Figure 1. The metal 1 layer.
The bar under the picture is 50 um long.
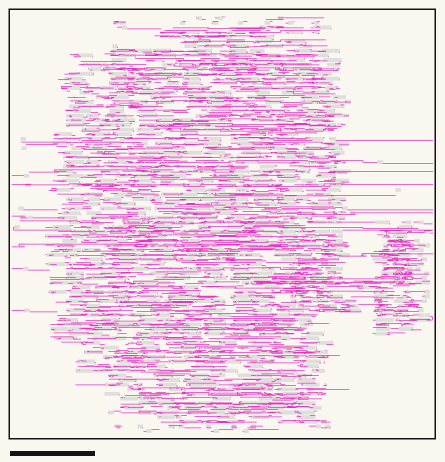
Figure 2. M2 wires.
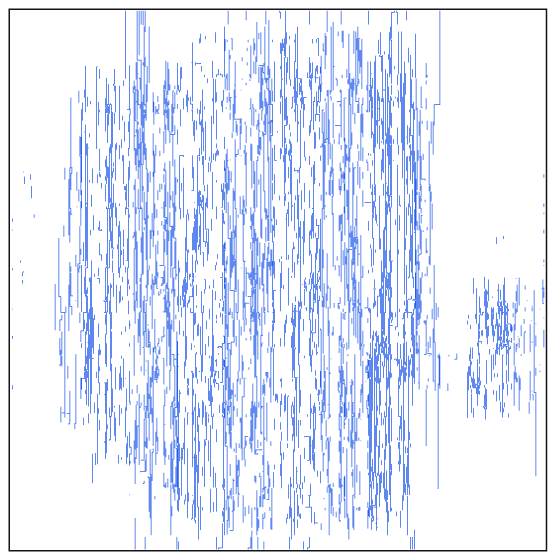
Figure 3. Metal 3.
The bar under the picture is 50 um long.
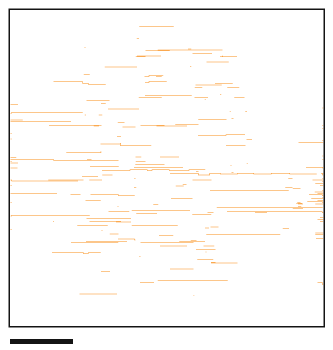
Figure 4. M4 wires.
The bar under the picture is 50 um long.
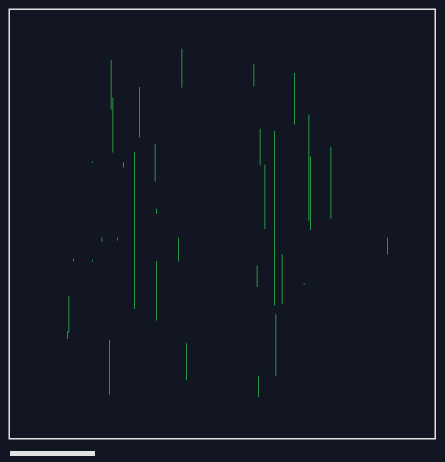
### src/rtl/audio_pkg.sv
// Shared audio sample definitions for consumers of the I2S receiver.
package audio_pkg;

  localparam int SAMPLE_WIDTH = 16;

  typedef struct packed {
    logic [SAMPLE_WIDTH-1:0] left;
    logic [SAMPLE_WIDTH-1:0] right;
  } stereo_sample_t;

endpackage

### src/rtl/stereo_sample_fifo.sv
// Show-ahead FIFO for stereo PCM pairs between the I2S receiver and a stalling
// consumer. Pairs arriving while full are dropped and counted (saturating).
module stereo_sample_fifo
  import audio_pkg::*;
#(
  parameter int SAMPLE_WIDTH   = audio_pkg::SAMPLE_WIDTH,
  parameter int DEPTH          = 16,
  parameter int DROP_CNT_WIDTH = 8
) (
  input  logic                      clock_in,
  input  logic                      reset_in,
  input  logic [SAMPLE_WIDTH-1:0]   left_sample_in,
  input  logic [SAMPLE_WIDTH-1:0]   right_sample_in,
  input  logic                      new_sample_in,
  output logic [SAMPLE_WIDTH-1:0]   left_sample_out,
  output logic [SAMPLE_WIDTH-1:0]   right_sample_out,
  output logic                      valid_out,
  input  logic                      ready_in,
  output logic [$clog2(DEPTH):0]    count_out,
  output logic                      overflow_out,
  output logic [DROP_CNT_WIDTH-1:0] dropped_count_out,
  input  logic                      overflow_clear_in
);

  localparam int PW = $clog2(DEPTH);
  localparam int CW = PW + 1;
  localparam int DW = 2 * SAMPLE_WIDTH;

  logic [DW-1:0]             mem [DEPTH];
  logic [PW-1:0]             wr_ptr_q, wr_ptr_d;
  logic [PW-1:0]             rd_ptr_q, rd_ptr_d;
  logic [CW-1:0]             count_q, count_d;
  logic                      overflow_q, overflow_d;
  logic [DROP_CNT_WIDTH-1:0] drop_cnt_q, drop_cnt_d;

  logic valid;
  logic full;
  logic push;
  logic pop;
  logic drop;

  // Handshake decode: a pop frees a slot, so a full FIFO still accepts a
  // push in the same cycle.
  always_comb begin
    valid = (count_q != '0);
    full  = (count_q == CW'(DEPTH));
    pop   = valid & ready_in;
    push  = new_sample_in & (~full | pop);
    drop  = new_sample_in & full & ~pop;
  end

  // Next-state for pointers, occupancy and overflow bookkeeping.
  always_comb begin
    wr_ptr_d   = wr_ptr_q;
    rd_ptr_d   = rd_ptr_q;
    count_d    = count_q;
    overflow_d = overflow_q;
    drop_cnt_d = drop_cnt_q;

    if (push) wr_ptr_d = wr_ptr_q + 1'b1;
    if (pop)  rd_ptr_d = rd_ptr_q + 1'b1;

    if (push && !pop)      count_d = count_q + 1'b1;
    else if (pop && !push) count_d = count_q - 1'b1;

    // A drop in the same cycle as a clear wins, so the drop is never lost.
    if (drop) begin
      overflow_d = 1'b1;
      if (overflow_clear_in)  drop_cnt_d = DROP_CNT_WIDTH'(1);
      else if (!(&drop_cnt_q)) drop_cnt_d = drop_cnt_q + 1'b1;
    end else if (overflow_clear_in) begin
      overflow_d = 1'b0;
      drop_cnt_d = '0;
    end
  end

  // Control state registers.
  always_ff @(posedge clock_in or negedge reset_in) begin
    if (!reset_in) begin
      wr_ptr_q   <= '0;
      rd_ptr_q   <= '0;
      count_q    <= '0;
      overflow_q <= 1'b0;
      drop_cnt_q <= '0;
    end else begin
      wr_ptr_q   <= wr_ptr_d;
      rd_ptr_q   <= rd_ptr_d;
      count_q    <= count_d;
      overflow_q <= overflow_d;
      drop_cnt_q <= drop_cnt_d;
    end
  end

  // Sample storage; left in the upper half. No reset so it maps to LUT RAM.
  always_ff @(posedge clock_in) begin
    if (push) mem[wr_ptr_q] <= {left_sample_in, right_sample_in};
  end

  // Show-ahead head of queue, forced to zero while empty.
  always_comb begin
    valid_out         = valid;
    left_sample_out   = '0;
    right_sample_out  = '0;
    if (valid) begin
      left_sample_out  = mem[rd_ptr_q][DW-1:SAMPLE_WIDTH];
      right_sample_out = mem[rd_ptr_q][SAMPLE_WIDTH-1:0];
    end
    count_out         = count_q;
    overflow_out      = overflow_q;
    dropped_count_out = drop_cnt_q;
  end

endmodule

### config.mk
export PLATFORM = sky130hd
export DESIGN_NAME = stereo_sample_fifo
export DESIGN_NICKNAME = d
export VERILOG_FILES = /design/src/rtl/audio_pkg.sv /design/src/rtl/stereo_sample_fifo.sv
export SDC_FILE = /design/constraint.sdc
export NUM_CORES = 1
export LEC_CHECK = 0
export CORE_AREA = 2 2 247 249
export DETAILED_ROUTE_END_ITERATION = 8
export DIE_AREA = 0 0 249 251
export PLACE_DENSITY_LB_ADDON = 0.3
export SLEW_MARGIN = 0
export SYNTH_ARGS = -nofsm -noshare
export SYNTH_HDL_FRONTEND = slang
export SYNTH_SLANG_ARGS = --single-unit
### constraint.sdc
create_clock -name clock_in -period 7.7 [get_ports clock_in]
set_input_delay 1.155 -clock clock_in [delete_from_list [all_inputs] [get_ports clock_in]]
set_output_delay 1.155 -clock clock_in [all_outputs]
set_load 0.05 [all_outputs]
==> CHANGELOG.md <==
## Implementation

* Crit path capture type: output port
* Mapped Area at 20760 um2
* Commonest non-fill, non-tap cell in the layout: edfxtp_1
* Layout cells sized above 1 at between 20% and 30%
* VDD IR-drop max at 0.0002015 V
* Crit share post-route at roughly two thirds
* Top cells by count: 512 x edfxtp_1, 128 x mux4_2, 101 x nand3_1
* RSZ-0062 raised after global routing: no
* Outcome: finished, violations left
* Top cells, area: edfxtp_1 74%, mux4_2 14%, dfrtp_1 2.7%, nand3_1 2.4%, mux2_2 1.8%
* Hold crit path type: reg2reg
* Tool warnings at 29
* Fin area at between 20000 and 25000 um2
* Post-Synth AOI/OAI Area at 0.9461%
* Worst setup SP type: flop
* CTS Buffer Depth at 3
* Number of cells in Yosys stat at around 1000
* FILL cells at roughly 5200
* Hold path endpoint: overflow_out$_DFFE_PN0P_
* Leakage at a little under 0.008 uW
* Worst hold slack at 0.4798 ns
* Simple Share, Synth at around 4.3%
* Core footprint at between 50000 and 60000 um2
* Worst-Skew Late Latency at a little over 0.6 ns
* Cell Area, Placed at between 20000 and 25000 um2
* Delay-heaviest family, CP: buffers and inverters
* DRC at 1
* Antenna-violating nets left at 0
* First-pass GRT wire length at roughly 70000 um
* 1st-iter DRT viols at 828
* Post-synth seq share at between 70% and 80%
* FF-to-FF End: mem[3][1]$_DFFE_PP_
* Die area at 62500 um2
* Rel. slew slack at 24.96%
* Power Total at 9640 uW
* Detail-routed net length per standard cell at about 24 um
* Root buf cell: clkbuf_16
* Reg2Reg Setup Slack at 4.25 ns
* R2R depth at 6
* Worst Path Required at 6.55 ns
* Adder share at 0.6990%
* Critical R2R Launch: count_out[0]$_DFFE_PN0P_
* Synthesis area per yosys at ~21000 um2
* Die width at between 200 and 250 um
* Clock sinks at around 530
* Number of global-route vias before repair at 10520
* Routability congestion estimate from global placement at around 0.73
* Unique cell type count in the Yosys netlist at 39
* Ys flop type: edfxtp_1
* Fin nets at 1155
* Mapped Nets at ~1000
* Pin count of the biggest net entering global routing at a little over 70
* Xor/xnor share at 0.3797%
* Post-Syn Instances at 997
* Failing checks: design-rule violations
* Core Util at FP at a little over a third
* Registers, synthesis at around 530
* Worst Tran Pin Value at about 1.1 ns
* Crit path capture: left_sample_out[15]
* CP Class: reg2out
* Max Freq at about 200 MHz
* Synth Warn # at 0
* Synth area leader: edfxtp_1
About Figure 1:
The longest straight run is 64.4 um. The layer holds 44% of the routed length.

About Figure 2:
1009 nets have wire on it. The layer carries 22.1 mm of wire. The layer holds 48% of the routed length. The wires run mostly vertical. The longest straight run is 121 um.
via count: 10080
GRT met2 Usage: 24.06%
Routed WL: 46270 um

About Figure 3:
93 nets have wire on it. The layer holds 5.9% of the routed length. The longest straight run is 83.7 um.

About Figure 4:
The longest straight run is 102 um. The layer holds 1.8% of the routed length. The wires run mostly vertical. The layer carries 814 um of wire. 14 nets have wire on it.

[final cells by class]
cell class | count | area [um2] | area share, %
Clock buffer | 79 | 1509 | 6.180
Timing Repair Buffer | 108 | 1044 | 4.274
Tap cell | 782 | 978.4 | 4.007
Clock inverter | 24 | 201.4 | 0.8250
Multi-Input combinational cell | 402 | 4728 | 19.37
Inverter | 5 | 18.77 | 0.07687
Sequential cell | 534 | 15940 | 65.27
[registers in the layout, summed over array words and instances (netlist names)]
signal and flops:
mem 512, dropped_count_out 8, count_out 5, rd_ptr_q 4, wr_ptr_q 4, overflow_out 1
[logic make-up after synthesis]
group / Yosys count
AOI/OAI and AO/OA: 30
adders and majority gates: 11
xor gates and xnor gates: 9
and+or+nand+nor: 189
buffers and inverters: 61
DFF: 534
muxes: 163
[metal layers]
metal	global-route usage [%]	share of wire, %	up-vias
li1	-	-	4344
met1	20.57	44	5382
met2	24.06	48	278
met3	3.044	5.9	67
met4	4.260	1.8	10
met5	0	0.14	-
[metrics by stage]
| step | setup WS (ns) | std cells |
|---|---|---|
| after floorplan | 3.148 | 997 |
| after global placement | 3.117 | 1831 |
| after detailed placement | 3.090 | 1831 |
| after CTS | 2.490 | 1934 |
| after global routing | 2.402 | 1934 |
| final | 2.626 | 1934 |
[power by group through the flow]
stage / clock [uW] / sequential [uW] / combinational [uW]
CTS: 2600 / 3750 / 3450
floorplan: 0 / 3680 / 2380
finish: 2530 / 3740 / 3370
detailed placement: 0 / 3810 / 3440
global placement: 0 / 3800 / 3430
global route: 2700 / 3780 / 3590
Power is estimated from default activity; no workload was simulated.
